File: src/rtl/vga_frame_scheduler.sv
// rtl/vga_frame_scheduler.sv - VGA raster timing generator with a per-frame update-window scheduler
//
// Purpose: advances horizontal/vertical raster counters on each pixel strobe,
// produces registered active-low syncs and the active-video flag, and grants
// the game-logic update port one window per frame that opens exactly at the
// start of vertical blanking and closes at frame wrap at the latest.
//
// Ports:
//   clock        in   system clock
//   reset_n      in   asynchronous active-low reset
//   pix_en       in   pixel-rate strobe; raster advances only when 1
//   upd_req      in   update window request (level)
//   upd_done     in   update finished (1-cycle pulse, honoured only in grant)
//   hcount       out  horizontal position, 0..H_TOTAL-1
//   vcount       out  vertical position, 0..V_TOTAL-1
//   hsync        out  active-low horizontal sync
//   vsync        out  active-low vertical sync
//   video_on     out  1 inside the visible window
//   frame_start  out  1-cycle pulse when the raster wraps to (0,0)
//   upd_grant    out  update window open
//   upd_pending  out  request accepted, waiting for blanking
//   upd_overrun  out  1-cycle pulse: window closed by frame wrap without upd_done
`timescale 1ns/1ps

module vga_frame_scheduler #(
  parameter int H_VISIBLE = 640,
  parameter int H_FRONT   = 16,
  parameter int H_SYNC    = 96,
  parameter int H_BACK    = 48,
  parameter int V_VISIBLE = 480,
  parameter int V_FRONT   = 10,
  parameter int V_SYNC    = 2,
  parameter int V_BACK    = 33
) (
  input  logic       clock,
  input  logic       reset_n,
  input  logic       pix_en,
  input  logic       upd_req,
  input  logic       upd_done,
  output logic [9:0] hcount,
  output logic [9:0] vcount,
  output logic       hsync,
  output logic       vsync,
  output logic       video_on,
  output logic       frame_start,
  output logic       upd_grant,
  output logic       upd_pending,
  output logic       upd_overrun
);

  localparam int H_TOTAL = H_VISIBLE + H_FRONT + H_SYNC + H_BACK;
  localparam int V_TOTAL = V_VISIBLE + V_FRONT + V_SYNC + V_BACK;

  localparam logic [9:0] H_LAST     = 10'(H_TOTAL - 1);
  localparam logic [9:0] V_LAST     = 10'(V_TOTAL - 1);
  localparam logic [9:0] V_VIS_LAST = 10'(V_VISIBLE - 1);
  localparam logic [9:0] H_VIS      = 10'(H_VISIBLE);
  localparam logic [9:0] V_VIS      = 10'(V_VISIBLE);
  localparam logic [9:0] HS_BEGIN   = 10'(H_VISIBLE + H_FRONT);
  localparam logic [9:0] HS_END     = 10'(H_VISIBLE + H_FRONT + H_SYNC);
  localparam logic [9:0] VS_BEGIN   = 10'(V_VISIBLE + V_FRONT);
  localparam logic [9:0] VS_END     = 10'(V_VISIBLE + V_FRONT + V_SYNC);

  typedef enum logic [1:0] {
    ST_IDLE  = 2'd0,
    ST_PEND  = 2'd1,
    ST_GRANT = 2'd2
  } state_t;

  state_t     state_q, state_d;
  logic [9:0] hcount_q, hcount_d;
  logic [9:0] vcount_q, vcount_d;
  logic       hsync_q, hsync_d;
  logic       vsync_q, vsync_d;
  logic       video_on_q, video_on_d;
  logic       frame_start_q, frame_start_d;
  logic       upd_grant_q, upd_grant_d;
  logic       upd_pending_q, upd_pending_d;
  logic       upd_overrun_q, upd_overrun_d;

  logic       h_wrap;
  logic [9:0] h_next;
  logic [9:0] v_next;
  logic       vb_start;
  logic       frame_evt;

  // Raster: sync/video flags are decoded from the next counts so that the
  // registered flags line up with the registered counters on the same cycle.
  always_comb begin : raster_comb
    h_wrap    = (hcount_q == H_LAST);
    h_next    = h_wrap ? 10'd0 : hcount_q + 10'd1;
    v_next    = vcount_q;
    if (h_wrap) begin
      v_next = (vcount_q == V_LAST) ? 10'd0 : vcount_q + 10'd1;
    end
    vb_start  = pix_en && h_wrap && (vcount_q == V_VIS_LAST);
    frame_evt = pix_en && h_wrap && (vcount_q == V_LAST);

    hcount_d      = hcount_q;
    vcount_d      = vcount_q;
    hsync_d       = hsync_q;
    vsync_d       = vsync_q;
    video_on_d    = video_on_q;
    frame_start_d = frame_evt;

    if (pix_en) begin
      hcount_d   = h_next;
      vcount_d   = v_next;
      hsync_d    = !((h_next >= HS_BEGIN) && (h_next < HS_END));
      vsync_d    = !((v_next >= VS_BEGIN) && (v_next < VS_END));
      video_on_d = (h_next < H_VIS) && (v_next < V_VIS);
    end
  end

  // Scheduler: a request only waits in PEND until the next blanking start, so
  // a request landing on the blanking-start cycle itself waits a whole frame.
  // Returning through IDLE for one cycle guarantees at most one grant per frame.
  always_comb begin : sched_comb
    state_d       = state_q;
    upd_overrun_d = 1'b0;
    case (state_q)
      ST_IDLE: begin
        if (upd_req) state_d = ST_PEND;
      end
      ST_PEND: begin
        if (vb_start) state_d = ST_GRANT;
      end
      ST_GRANT: begin
        if (upd_done) begin
          state_d = ST_IDLE;
        end else if (frame_evt) begin
          state_d       = ST_IDLE;
          upd_overrun_d = 1'b1;
        end
      end
      default: state_d = ST_IDLE;
    endcase
    upd_pending_d = (state_d == ST_PEND);
    upd_grant_d   = (state_d == ST_GRANT);
  end

  always_ff @(posedge clock or negedge reset_n) begin
    if (!reset_n) begin
      state_q       <= ST_IDLE;
      hcount_q      <= 10'd0;
      vcount_q      <= 10'd0;
      hsync_q       <= 1'b1;
      vsync_q       <= 1'b1;
      video_on_q    <= 1'b0;
      frame_start_q <= 1'b0;
      upd_grant_q   <= 1'b0;
      upd_pending_q <= 1'b0;
      upd_overrun_q <= 1'b0;
    end else begin
      state_q       <= state_d;
      hcount_q      <= hcount_d;
      vcount_q      <= vcount_d;
      hsync_q       <= hsync_d;
      vsync_q       <= vsync_d;
      video_on_q    <= video_on_d;
      frame_start_q <= frame_start_d;
      upd_grant_q   <= upd_grant_d;
      upd_pending_q <= upd_pending_d;
      upd_overrun_q <= upd_overrun_d;
    end
  end

  assign hcount      = hcount_q;
  assign vcount      = vcount_q;
  assign hsync       = hsync_q;
  assign vsync       = vsync_q;
  assign video_on    = video_on_q;
  assign frame_start = frame_start_q;
  assign upd_grant   = upd_grant_q;
  assign upd_pending = upd_pending_q;
  assign upd_overrun = upd_overrun_q;

endmodule

File: config.mk
export PLATFORM = sky130hd
export DESIGN_NAME = vga_frame_scheduler
export DESIGN_NICKNAME = d
export VERILOG_FILES = /design/src/rtl/vga_frame_scheduler.sv
export SDC_FILE = /design/constraint.sdc
export NUM_CORES = 1
export LEC_CHECK = 0
export CAP_MARGIN = 15
export CORE_MARGIN = 2
export CORE_UTILIZATION = 55
export DETAILED_ROUTE_END_ITERATION = 6
export PLACE_DENSITY = 0.89
export RECOVER_POWER = 25
export SLEW_MARGIN = 20
export SYNTH_ARGS = -nofsm -noshare
export SYNTH_HDL_FRONTEND = slang
export SYNTH_SLANG_ARGS = --single-unit
File: constraint.sdc
create_clock -name clock -period 3 [get_ports clock]
set_input_delay 0.6 -clock clock [delete_from_list [all_inputs] [get_ports clock]]
set_output_delay 0.6 -clock clock [all_outputs]
set_load 0.005 [all_outputs]
==> run_1/met2.png <==
Drawn at 4 px/µm.
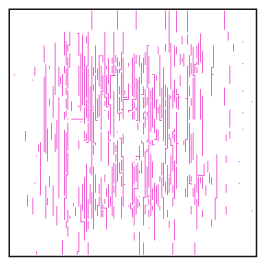
share of all routed wire = 45%
nets with wire on the layer = 196
main direction = vertical
wire length on this layer = 1,800 µm

==> run_1/final_clocks.png <==
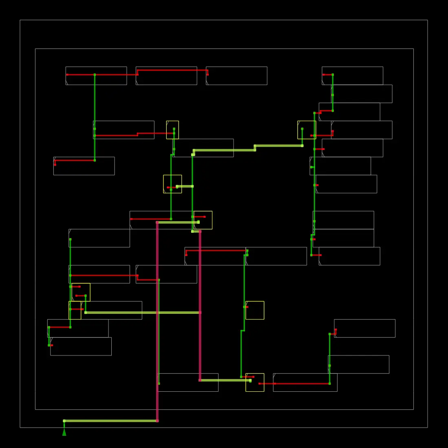
Worst Skew: 0.01157 ns
Flops: 29
CTS Sinks: 29
Skew-Pair Late Insertion Delay: 0.34 ns
clock buffer count from CTS: 5

==> reports/metrics.cfg, run 1 <==
[outcome]
status=finished, final reports clean

[detailed_routing]
drt_wl_total_mm=4.023
drtAntennaViolNets=0
drt-met1-wl_mm=1.821
drt_iter0_drc=122
wl_per_cell_um=14.58
top_layer=met4
dr_wl_met2_mm=1.796
post_drt_via_cell_ratio=5.938
drtPass1Iterations=4

[power_and_ir_drop]
power_clock_uw=229
leakage_nw=0.8146
swShare=0.3058
clkPwrFrac=0.257

[finish]
final_cell_area_um2=2156
fillCellCount=278
clock_area_frac=0.02554
inverters=4
insertedDiodeCount=0
regArea_um2=728.2
final_common_cell=clkdlybuf4s50_1
synthToLayoutAreaGrowth_pct=18.75
largestClassByArea=multi-input combinational cells
nNetsFinal=240

[sta]
fmax_ghz=0.3878
worstMarginPinSlew_ns=1.482
setup_tns_ns=0
grt_setup_unrepaired=false

[yosys]
ys_sh_simple=0.2736
ys.flop_type=dfrtp_1
yosys.area.top_type=dfrtp_1
yosys.area_share.adder=0.02757
syn_inst=206

[critical_path]
slowest_delay_ns=0.58
cpMaxStageDelayCell=and3_1
cp.arrival_ns=2.81
cp-endpoint=video_on
r2r_slack_ns=0.42
crit_chain=ha_1, and4_1, and3_1, a21oi_1, a31o_1, o211a_1, a32o_1
timing.rr.start=hcount[0]

[global_routing]
grtUsageMet2=0.3602

[placement]
dp_hpwl_mm=2.868
numPortBuffers=31
post-place-ws_ns=0.4770

[worst_hold_path]
hp-start=hsync
hp-class=reg -> reg

[clocking]
cts_setup_buffers=0
hold_buffers=0

[run]
drv_cap=0

==> run_1/pdn.png <==
Drawn at 6 px/µm. Pins as bars on the die edge. Tap cells in gray.
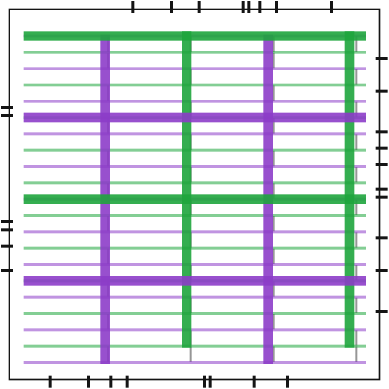
VDD -> green
VSS -> purple
met1 rails = 21
signal pins = 32
met4 straps = 4
met5 straps = 4
Die H: 61.46 µm
Peak supply drop: 365.3 µV
CORE AREA: 3103 µm²
Die W: 61.46 µm

==> run_1/met3.png <==
Drawn at 4 px/µm. Cells faint in the background.
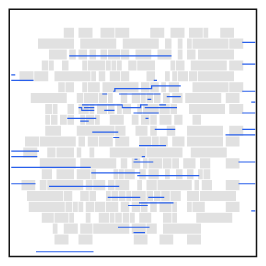

==> run 2, diff against run 1 <==
- CORE_UTILIZATION: 55 -> 47
- PLACE_DENSITY: 0.89 -> 0.81
- SLEW_MARGIN: 20 -> not set
- clock period: 3 -> 2.14 ns (I/O delays scaled with it)
==> run_2/met3.png <==
Drawn at 4 px/µm. Cells faint in the background.
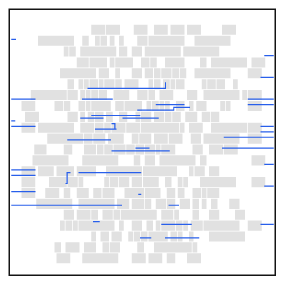
nets with wire on the layer = 34
main direction = horizontal
wire length on this layer = 264 µm

==> run_2/met2.png <==
Drawn at 4 px/µm.
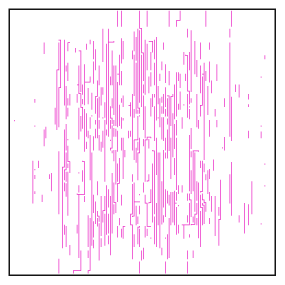
wire length on this layer = 2,040 µm
main direction = vertical
share of all routed wire = 47%

==> reports/metrics.cfg, run 2 <==
[global_routing]
grtUsageMet2=0.3400  ; was 0.3602

[detailed_routing]
top_layer=met4  ; unchanged
drtPass1Iterations=4  ; unchanged
drt-met1-wl_mm=1.946  ; was 1.821 mm
wl_per_cell_um=14.54  ; was 14.58 µm
drt_iter0_drc=113  ; was 122
drtAntennaViolNets=0  ; unchanged

[critical_path]
slowest_delay_ns=0.62  ; was 0.58 ns
r2r_slack_ns=0.10  ; was 0.42 ns
cpMaxStageDelayCell=or4_4  ; was and3_1
crit_chain=inv_1, ha_1, nand2b_1, or4_4, a21oi_2, o211ai_1, o32a_1  ; was ha_1, and4_1, and3_1, a21oi_1, a31o_1, o211a_1, a32o_1
timing.rr.start=vcount[1]  ; was hcount[0]

[floorplanning]
core_um2=3689  ; was 3103 µm²
dieHeight_um=66.15  ; was 61.46 µm
die_w_um=66.15  ; was 61.46 µm

[clocking]
clk_latency_ns=0.29  ; was 0.34 ns
cts.sinks=29  ; unchanged
cts_made_buffers=5  ; unchanged

[finish]
insertedDiodeCount=0  ; unchanged
clock_area_frac=0.03678  ; was 0.02554
synthToLayoutAreaGrowth_pct=29.29  ; was 18.75%
nNetsFinal=258  ; was 240
ff_count=29  ; unchanged
fillCellCount=343  ; was 278
inverters=4  ; unchanged
final_cell_area_um2=2347  ; was 2156 µm²
regArea_um2=728.2  ; unchanged

[placement]
post-place-ws_ns=0.006647  ; was 0.4770 ns
dp_hpwl_mm=3.065  ; was 2.868 mm

[yosys]
ys.flop_type=dfrtp_1  ; unchanged
yosys.area_share.adder=0.02757  ; unchanged
syn_inst=206  ; unchanged
yosys.area.top_type=dfrtp_1  ; unchanged

[power_and_ir_drop]
clkPwrFrac=0.308  ; was 0.257
swShare=0.2903  ; was 0.3058
ir_worst_vdd_uv=523.7  ; was 365.3 µV

[sta]
setup_tns_ns=0  ; unchanged
grt_setup_unrepaired=false  ; unchanged

[outcome]
status=finished, final reports clean  ; unchanged

[worst_hold_path]
hp-start=hsync  ; unchanged
hp-class=reg -> reg  ; unchanged

[run]
drv_cap=0  ; unchanged

==> run_2/metal_stack.png <==
Drawn at 6 px/µm.
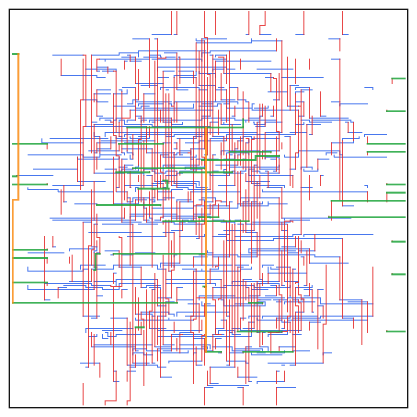
met1 -> blue  # wire length 1,950 µm
met2 -> red  # wire length 2,040 µm
met3 -> green  # wire length 264 µm
met4 -> orange  # wire length 79.8 µm

==> run 3, diff against run 2 <==
- PLACE_DENSITY: 0.81 -> 0.86
==> run_3/metal_stack.png <==
Drawn at 6 px/µm.
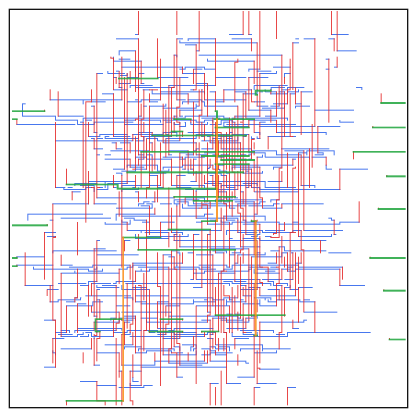
met2 -> red  # wire length 1,870 µm
met4 -> orange  # wire length 63.2 µm
met3 -> green  # wire length 265 µm
met1 -> blue  # wire length 2,010 µm

==> run_3/final_clocks.png <==
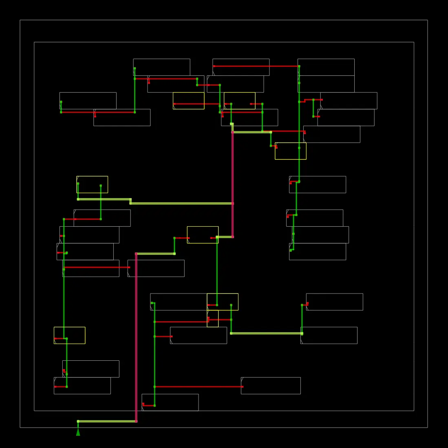
clock network power: 495 µW
Worst Skew: 0.007393 ns

==> reports/metrics.cfg, run 3 <==
[outcome]
status=finished, final reports clean  ; unchanged

[critical_path]
cp-endpoint=vsync  ; unchanged
crit_chain=inv_1, ha_1, nand2b_1, or4_4, a21oi_2, o211ai_1, o32a_1  ; unchanged
timing.rr.start=vcount[0]  ; was vcount[1]
cp.arrival_ns=2.27  ; was 2.26 ns
r2r_slack_ns=0.07  ; was 0.10 ns
cpMaxStageDelayCell=or4_4  ; unchanged

[yosys]
yosys.area.top_type=dfrtp_1  ; unchanged
syn_inst=206  ; unchanged
ys_sh_simple=0.2736  ; unchanged
yosys.area_share.adder=0.02757  ; unchanged
ys.flop_type=dfrtp_1  ; unchanged

[clocking]
cts_made_buffers=5  ; unchanged
cts.sinks=29  ; unchanged
clk_latency_ns=0.28  ; was 0.29 ns
hold_buffers=0  ; unchanged

[power_and_ir_drop]
swShare=0.2720  ; was 0.2903
clkPwrFrac=0.326  ; was 0.308

[detailed_routing]
post_drt_via_cell_ratio=5.755  ; was 5.772
drt_wl_total_mm=4.211  ; was 4.333 mm
wl_per_cell_um=14.13  ; was 14.54 µm
drtPass1Iterations=4  ; unchanged
dr_wl_met2_mm=1.869  ; was 2.043 mm
drt_iter0_drc=100  ; was 113

[placement]
dp_hpwl_mm=2.994  ; was 3.065 mm

[finish]
insertedDiodeCount=0  ; unchanged
regArea_um2=728.2  ; unchanged
inverters=4  ; unchanged
final_common_cell=clkdlybuf4s50_1  ; unchanged
largestClassByArea=multi-input combinational cells  ; unchanged

[worst_hold_path]
hp-start=hsync  ; unchanged
hp-class=reg -> reg  ; unchanged

[global_routing]
grtUsageMet2=0.2950  ; was 0.3400

[sta]
worstMarginPinSlew_ns=0.7034  ; was 0.7341 ns
grt_setup_unrepaired=false  ; unchanged

[floorplanning]
core_um2=3689  ; unchanged
dieHeight_um=66.15  ; unchanged
die_w_um=66.15  ; unchanged

==> run_3/pdn.png <==
Drawn at 6 px/µm. Pins as bars on the die edge. Tap cells in gray.
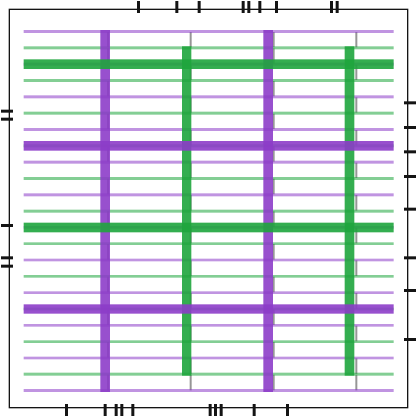
VSS -> purple
VDD -> green
met4 straps = 4
met5 straps = 4
met1 rails = 23
rows = 22
signal pins = 32

No activity file was given, so power comes from the tool's default toggle rates.
